## src/rtl/fetch_hazard_ctrl.sv

```systemverilog
// Fetch-stage sequencing controller: boot wait, load-use stall, taken-branch flush, sticky halt,
// plus saturating stall/flush event counters.
module fetch_hazard_ctrl #(
  parameter int unsigned BOOT_CYCLES  = 1,
  parameter int unsigned STALL_CYCLES = 1,
  parameter int unsigned CNT_W        = 16
) (
  input  logic             clk,
  input  logic             rst,
  input  logic             ex_mem_read,
  input  logic [4:0]       ex_rt,
  input  logic [4:0]       id_rs,
  input  logic [4:0]       id_rt,
  input  logic             id_uses_rt,
  input  logic             branch_taken,
  input  logic             halt_req,
  output logic             pc_write,
  output logic             pc_src,
  output logic             if_id_write,
  output logic             if_id_flush,
  output logic             id_ex_bubble,
  output logic             halted,
  output logic [CNT_W-1:0] stall_cnt,
  output logic [CNT_W-1:0] flush_cnt
);

  localparam int unsigned BW = $clog2(BOOT_CYCLES + 1);
  localparam int unsigned SW = $clog2(STALL_CYCLES + 1);
  localparam logic [BW-1:0] BootInit  = BW'(BOOT_CYCLES - 1);
  localparam logic [SW-1:0] StallInit = SW'(STALL_CYCLES - 1);
  localparam bit MultiStall = (STALL_CYCLES > 1);

  typedef enum logic [2:0] {StBoot, StRun, StStall, StFlush, StHalt} state_e;

  state_e           state_q, state_d;
  logic [BW-1:0]    boot_q, boot_d;
  logic [SW-1:0]    rem_q, rem_d;
  logic [CNT_W-1:0] stall_cnt_q, flush_cnt_q;
  logic             stall_inc, flush_inc;
  logic             hz;

  assign hz = ex_mem_read && (ex_rt != 5'd0) &&
              ((ex_rt == id_rs) || (id_uses_rt && (ex_rt == id_rt)));

  always_comb begin
    state_d      = state_q;
    boot_d       = boot_q;
    rem_d        = rem_q;
    pc_write     = 1'b0;
    pc_src       = 1'b0;
    if_id_write  = 1'b0;
    if_id_flush  = 1'b0;
    id_ex_bubble = 1'b0;
    halted       = 1'b0;
    stall_inc    = 1'b0;
    flush_inc    = 1'b0;

    unique case (state_q)
      StBoot: begin
        if_id_flush  = 1'b1;
        id_ex_bubble = 1'b1;
        if (halt_req) begin
          state_d = StHalt;
        end else if (boot_q == '0) begin
          state_d = StRun;
        end else begin
          boot_d = boot_q - 1'b1;
        end
      end
      StRun: begin
        if (halt_req) begin
          id_ex_bubble = 1'b1;
          state_d      = StHalt;
        end else if (hz) begin
          id_ex_bubble = 1'b1;
          stall_inc    = 1'b1;
          if (MultiStall) begin
            state_d = StStall;
            rem_d   = StallInit;
          end
        end else if (branch_taken) begin
          pc_write    = 1'b1;
          pc_src      = 1'b1;
          if_id_write = 1'b1;
          if_id_flush = 1'b1;
          flush_inc   = 1'b1;
          state_d     = StFlush;
        end else begin
          pc_write    = 1'b1;
          if_id_write = 1'b1;
        end
      end
      StStall: begin
        id_ex_bubble = 1'b1;
        stall_inc    = 1'b1;
        if (halt_req) begin
          state_d = StHalt;
        end else if (rem_q <= SW'(1)) begin
          rem_d   = '0;
          state_d = StRun;
        end else begin
          rem_d = rem_q - 1'b1;
        end
      end
      // One extra squash slot: the synchronous imem still returns the wrong-path word.
      StFlush: begin
        pc_write    = 1'b1;
        if_id_write = 1'b1;
        if_id_flush = 1'b1;
        state_d     = halt_req ? StHalt : StRun;
      end
      StHalt: begin
        id_ex_bubble = 1'b1;
        halted       = 1'b1;
      end
      default: state_d = StBoot;
    endcase

    // Reset overrides the current state's outputs in the same cycle.
    if (rst) begin
      pc_write     = 1'b0;
      pc_src       = 1'b0;
      if_id_write  = 1'b0;
      if_id_flush  = 1'b1;
      id_ex_bubble = 1'b1;
      halted       = 1'b0;
      stall_inc    = 1'b0;
      flush_inc    = 1'b0;
    end
  end

  always_ff @(posedge clk) begin
    if (rst) begin
      state_q     <= StBoot;
      boot_q      <= BootInit;
      rem_q       <= '0;
      stall_cnt_q <= '0;
      flush_cnt_q <= '0;
    end else begin
      state_q <= state_d;
      boot_q  <= boot_d;
      rem_q   <= rem_d;
      if (stall_inc && (stall_cnt_q != '1)) stall_cnt_q <= stall_cnt_q + 1'b1;
      if (flush_inc && (flush_cnt_q != '1)) flush_cnt_q <= flush_cnt_q + 1'b1;
    end
  end

  assign stall_cnt = stall_cnt_q;
  assign flush_cnt = flush_cnt_q;

endmodule

```

## config.mk

```make
export PLATFORM = sky130hd
export DESIGN_NAME = fetch_hazard_ctrl
export DESIGN_NICKNAME = d
export VERILOG_FILES = /design/src/rtl/fetch_hazard_ctrl.sv
export SDC_FILE = /design/constraint.sdc
export NUM_CORES = 1
export LEC_CHECK = 0
export ABC_AREA = 1
export CAP_MARGIN = 20
export CORE_MARGIN = 2
export CORE_UTILIZATION = 45
export DETAILED_ROUTE_END_ITERATION = 8
export GPL_TIMING_DRIVEN = 0
export HOLD_SLACK_MARGIN = 0.03
export PLACE_DENSITY = 0.77
export SLEW_MARGIN = 25
export SYNTH_ARGS = -nofsm -noshare
export SYNTH_HDL_FRONTEND = slang
export SYNTH_SLANG_ARGS = --single-unit
```

## constraint.sdc

```tcl
create_clock -name clk -period 1.8 [get_ports clk]
set_clock_uncertainty 0.15 [all_clocks]
set_input_delay 0.36 -clock clk [delete_from_list [all_inputs] [get_ports clk]]
set_output_delay 0.36 -clock clk [all_outputs]
set_load 0.01 [all_outputs]
```

**Run 1: wiring by layer**

Two of the layers only.
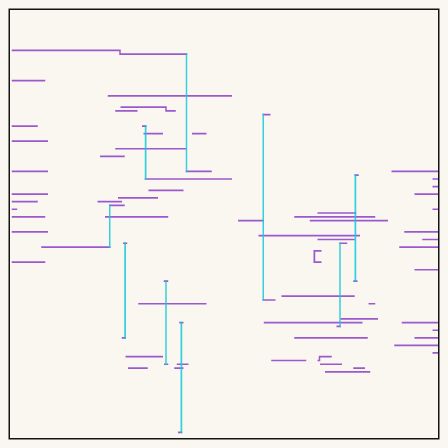
legend:
  cyan:
    layer: met4
    wire_length: 157 µm
  purple:
    layer: met3
    wire_length: 428 µm

**Run 1: placement by cell class**

Scale bar: 20 µm.
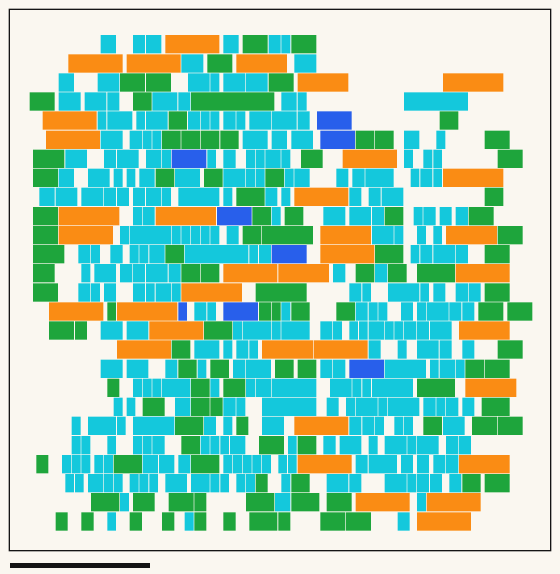
legend:
  orange:
    class: flip-flops
    cells: 35
  green:
    class: other buffers and delay cells
    cells: 107
  blue:
    class: clock drivers and dummy loads
    cells: 8
  cyan:
    class: all other logic
    cells: 302
core area: 5107 µm²
sequential share of cell area: 0.2052

==> flow_summary.json, run 1 <==
{
  "drtPass1Iterations": 5,
  "fill_cells": 393,
  "grt_use_met3": 0.04471,
  "worstRegToRegCells": 11,
  "outcome": "complete, but fails checks",
  "synthToLayoutAreaGrowth_pct": 52.17,
  "synth_warnings": 0,
  "netlist_instances": 349,
  "final_max_slew_viol_count": 0,
  "fin_hold_ws_ns": 0.2286,
  "violations": "setup timing",
  "fin_crit_ns": 2.005,
  "lay_top_cells": "nand2_1, nand3_1, buf_4, clkdlybuf4s50_1, inv_1",
  "internal_power_uw": 1207,
  "logic_family": "simple AND/OR/NAND/NOR gates",
  "min_from": "rst",
  "comb_cell_power_uw": 198,
  "signal_buffer_area_fraction": 0.2622,
  "mux_share": 0,
  "track_usage": 0.2443,
  "power.share.switching": 0.2565,
  "largest_class": "combinational gates",
  "ff_latch_area_um2": 748.2,
  "antenna_found_initial": 0,
  "syn_area_um2": 2396,
  "setup_viol": 34,
  "top_layer": "met4",
  "grt.busiest_layer": "met2",
  "rsz0062_at_grt": "yes",
  "synthAoiAreaFrac": 0.1222,
  "cpPeakStageDelay_ns": 0.34,
  "timing.final.ws_setup_ns": -0.2045,
  "simple_gate_share": 0.3843,
  "core.rowCount": 26,
  "gp_congestion": 0.9360,
  "path_depth": 8,
  "ys_cells": 349,
  "warning_count": 28,
  "switchingPower_uw": 416.3,
  "hold_buffers": 0,
  "grt_use_met2": 0.4333,
  "ff_type": "dfxtp_1",
  "detail-route-antenna-nets": 0,
  "wl_mm": 7.590,
  "dp_slack_ns": -1.151,
  "fin_util": 0.7139,
  "synth_adder_area_share": 0.01044,
  "htreeDepth": 2,
  "topCellsByArea": "dfxtp_1, nand2_1, nand3_1, xor2_1, inv_1",
  "power_uw": 1623,
  "clkPwrFrac": 0.401
}
**Run 1: floorplan with the power grid**

Pins as bars on the die edge.
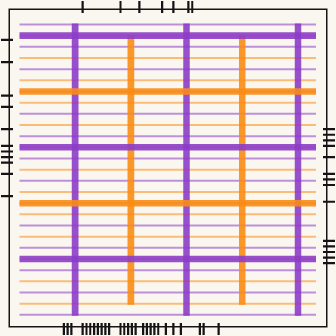
legend:
  orange:
    net: VDD
  purple:
    net: VSS
met4 straps: 5
met5 straps: 5
met1 rails: 27
rows: 26
signal pins: 59
Peak VDD IR: 286.8 µV
Horiz. Die Dim: 76.97 µm

==> run 2: changes to the inputs <==
--- a/config.mk
+++ b/config.mk
@@ -5,10 +5,9 @@
 export SDC_FILE = /design/constraint.sdc
 export NUM_CORES = 1
 export LEC_CHECK = 0
-export ABC_AREA = 1
 export CAP_MARGIN = 20
 export CORE_MARGIN = 2
-export CORE_UTILIZATION = 45
+export CORE_UTILIZATION = 43
 export DETAILED_ROUTE_END_ITERATION = 8
 export GPL_TIMING_DRIVEN = 0
 export HOLD_SLACK_MARGIN = 0.03
==> run 2 against run 1 <==
The flow still finishes with violations (setup timing). Critical path depth increased by 2. Core utilization increased by 4.5 points. Clock-buffer cell count unchanged. Die area decreased by 8.5%. Register-to-register slack got worse by 0.35 ns. Non-clock buffer count decreased by 13. Largest power group unchanged.
==> flow_summary.json, run 2 <==
{
  "fin_hold_ws_ns": 0.3399,
  "topCellsByArea": "dfxtp_1, a21oi_1, mux2_1, nand3_1, xor2_1",
  "track_usage": 0.2633,
  "drtPass1Iterations": 4,
  "dp_slack_ns": -1.799,
  "violations": "setup timing",
  "netlist_instances": 253,
  "synthToLayoutAreaGrowth_pct": 70.61,
  "switchingPower_uw": 422.4,
  "clkPwrFrac": 0.398,
  "setup_viol": 39,
  "grt_use_met3": 0.06173,
  "top_layer": "met4",
  "seq_share": 0.2131,
  "ir_worst_vdd_uv": 467.5,
  "comb_cell_power_uw": 214,
  "ys_cells": 253,
  "timing.final.ws_setup_ns": -0.6084,
  "antenna_found_initial": 0,
  "fp.coreArea_um2": 4692,
  "simple_gate_share": 0.3335,
  "lay_top_cells": "clkdlybuf4s50_1, dfxtp_2, nor2_1, nand3_1, buf_4",
  "path_depth": 10,
  "outcome": "complete, but fails checks",
  "warning_count": 29,
  "final_max_slew_viol_count": 0,
  "mux_share": 0.05819,
  "core.rowCount": 25,
  "synth_adder_area_share": 0.01200,
  "grt.busiest_layer": "met2",
  "gp_congestion": 0.8360,
  "detail-route-antenna-nets": 0,
  "ff_type": "dfxtp_1",
  "min_from": "stall_cnt[7]",
  "die_w_um": 73.65,
  "ff_latch_area_um2": 758.2,
  "wl_mm": 7.560,
  "fill_cells": 328,
  "syn_area_um2": 2086,
  "hold_buffers": 0,
  "grt_use_met2": 0.4603,
  "htreeDepth": 2,
  "power.share.switching": 0.2574,
  "synth_warnings": 0
}
**Run 2: floorplan with the power grid**

Pins as bars on the die edge.
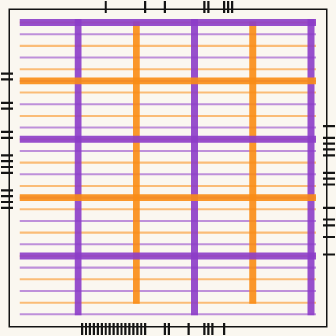
legend:
  orange:
    net: VDD
  purple:
    net: VSS
rows: 25
signal pins: 59
met4 straps: 5

**Run 2: the clock network**

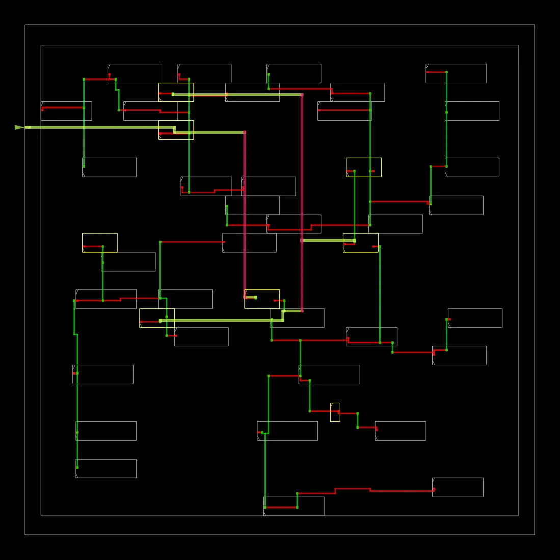
clock sink count: 35
# clk buffers: 8

No activity file was given, so power comes from the tool's default toggle rates.
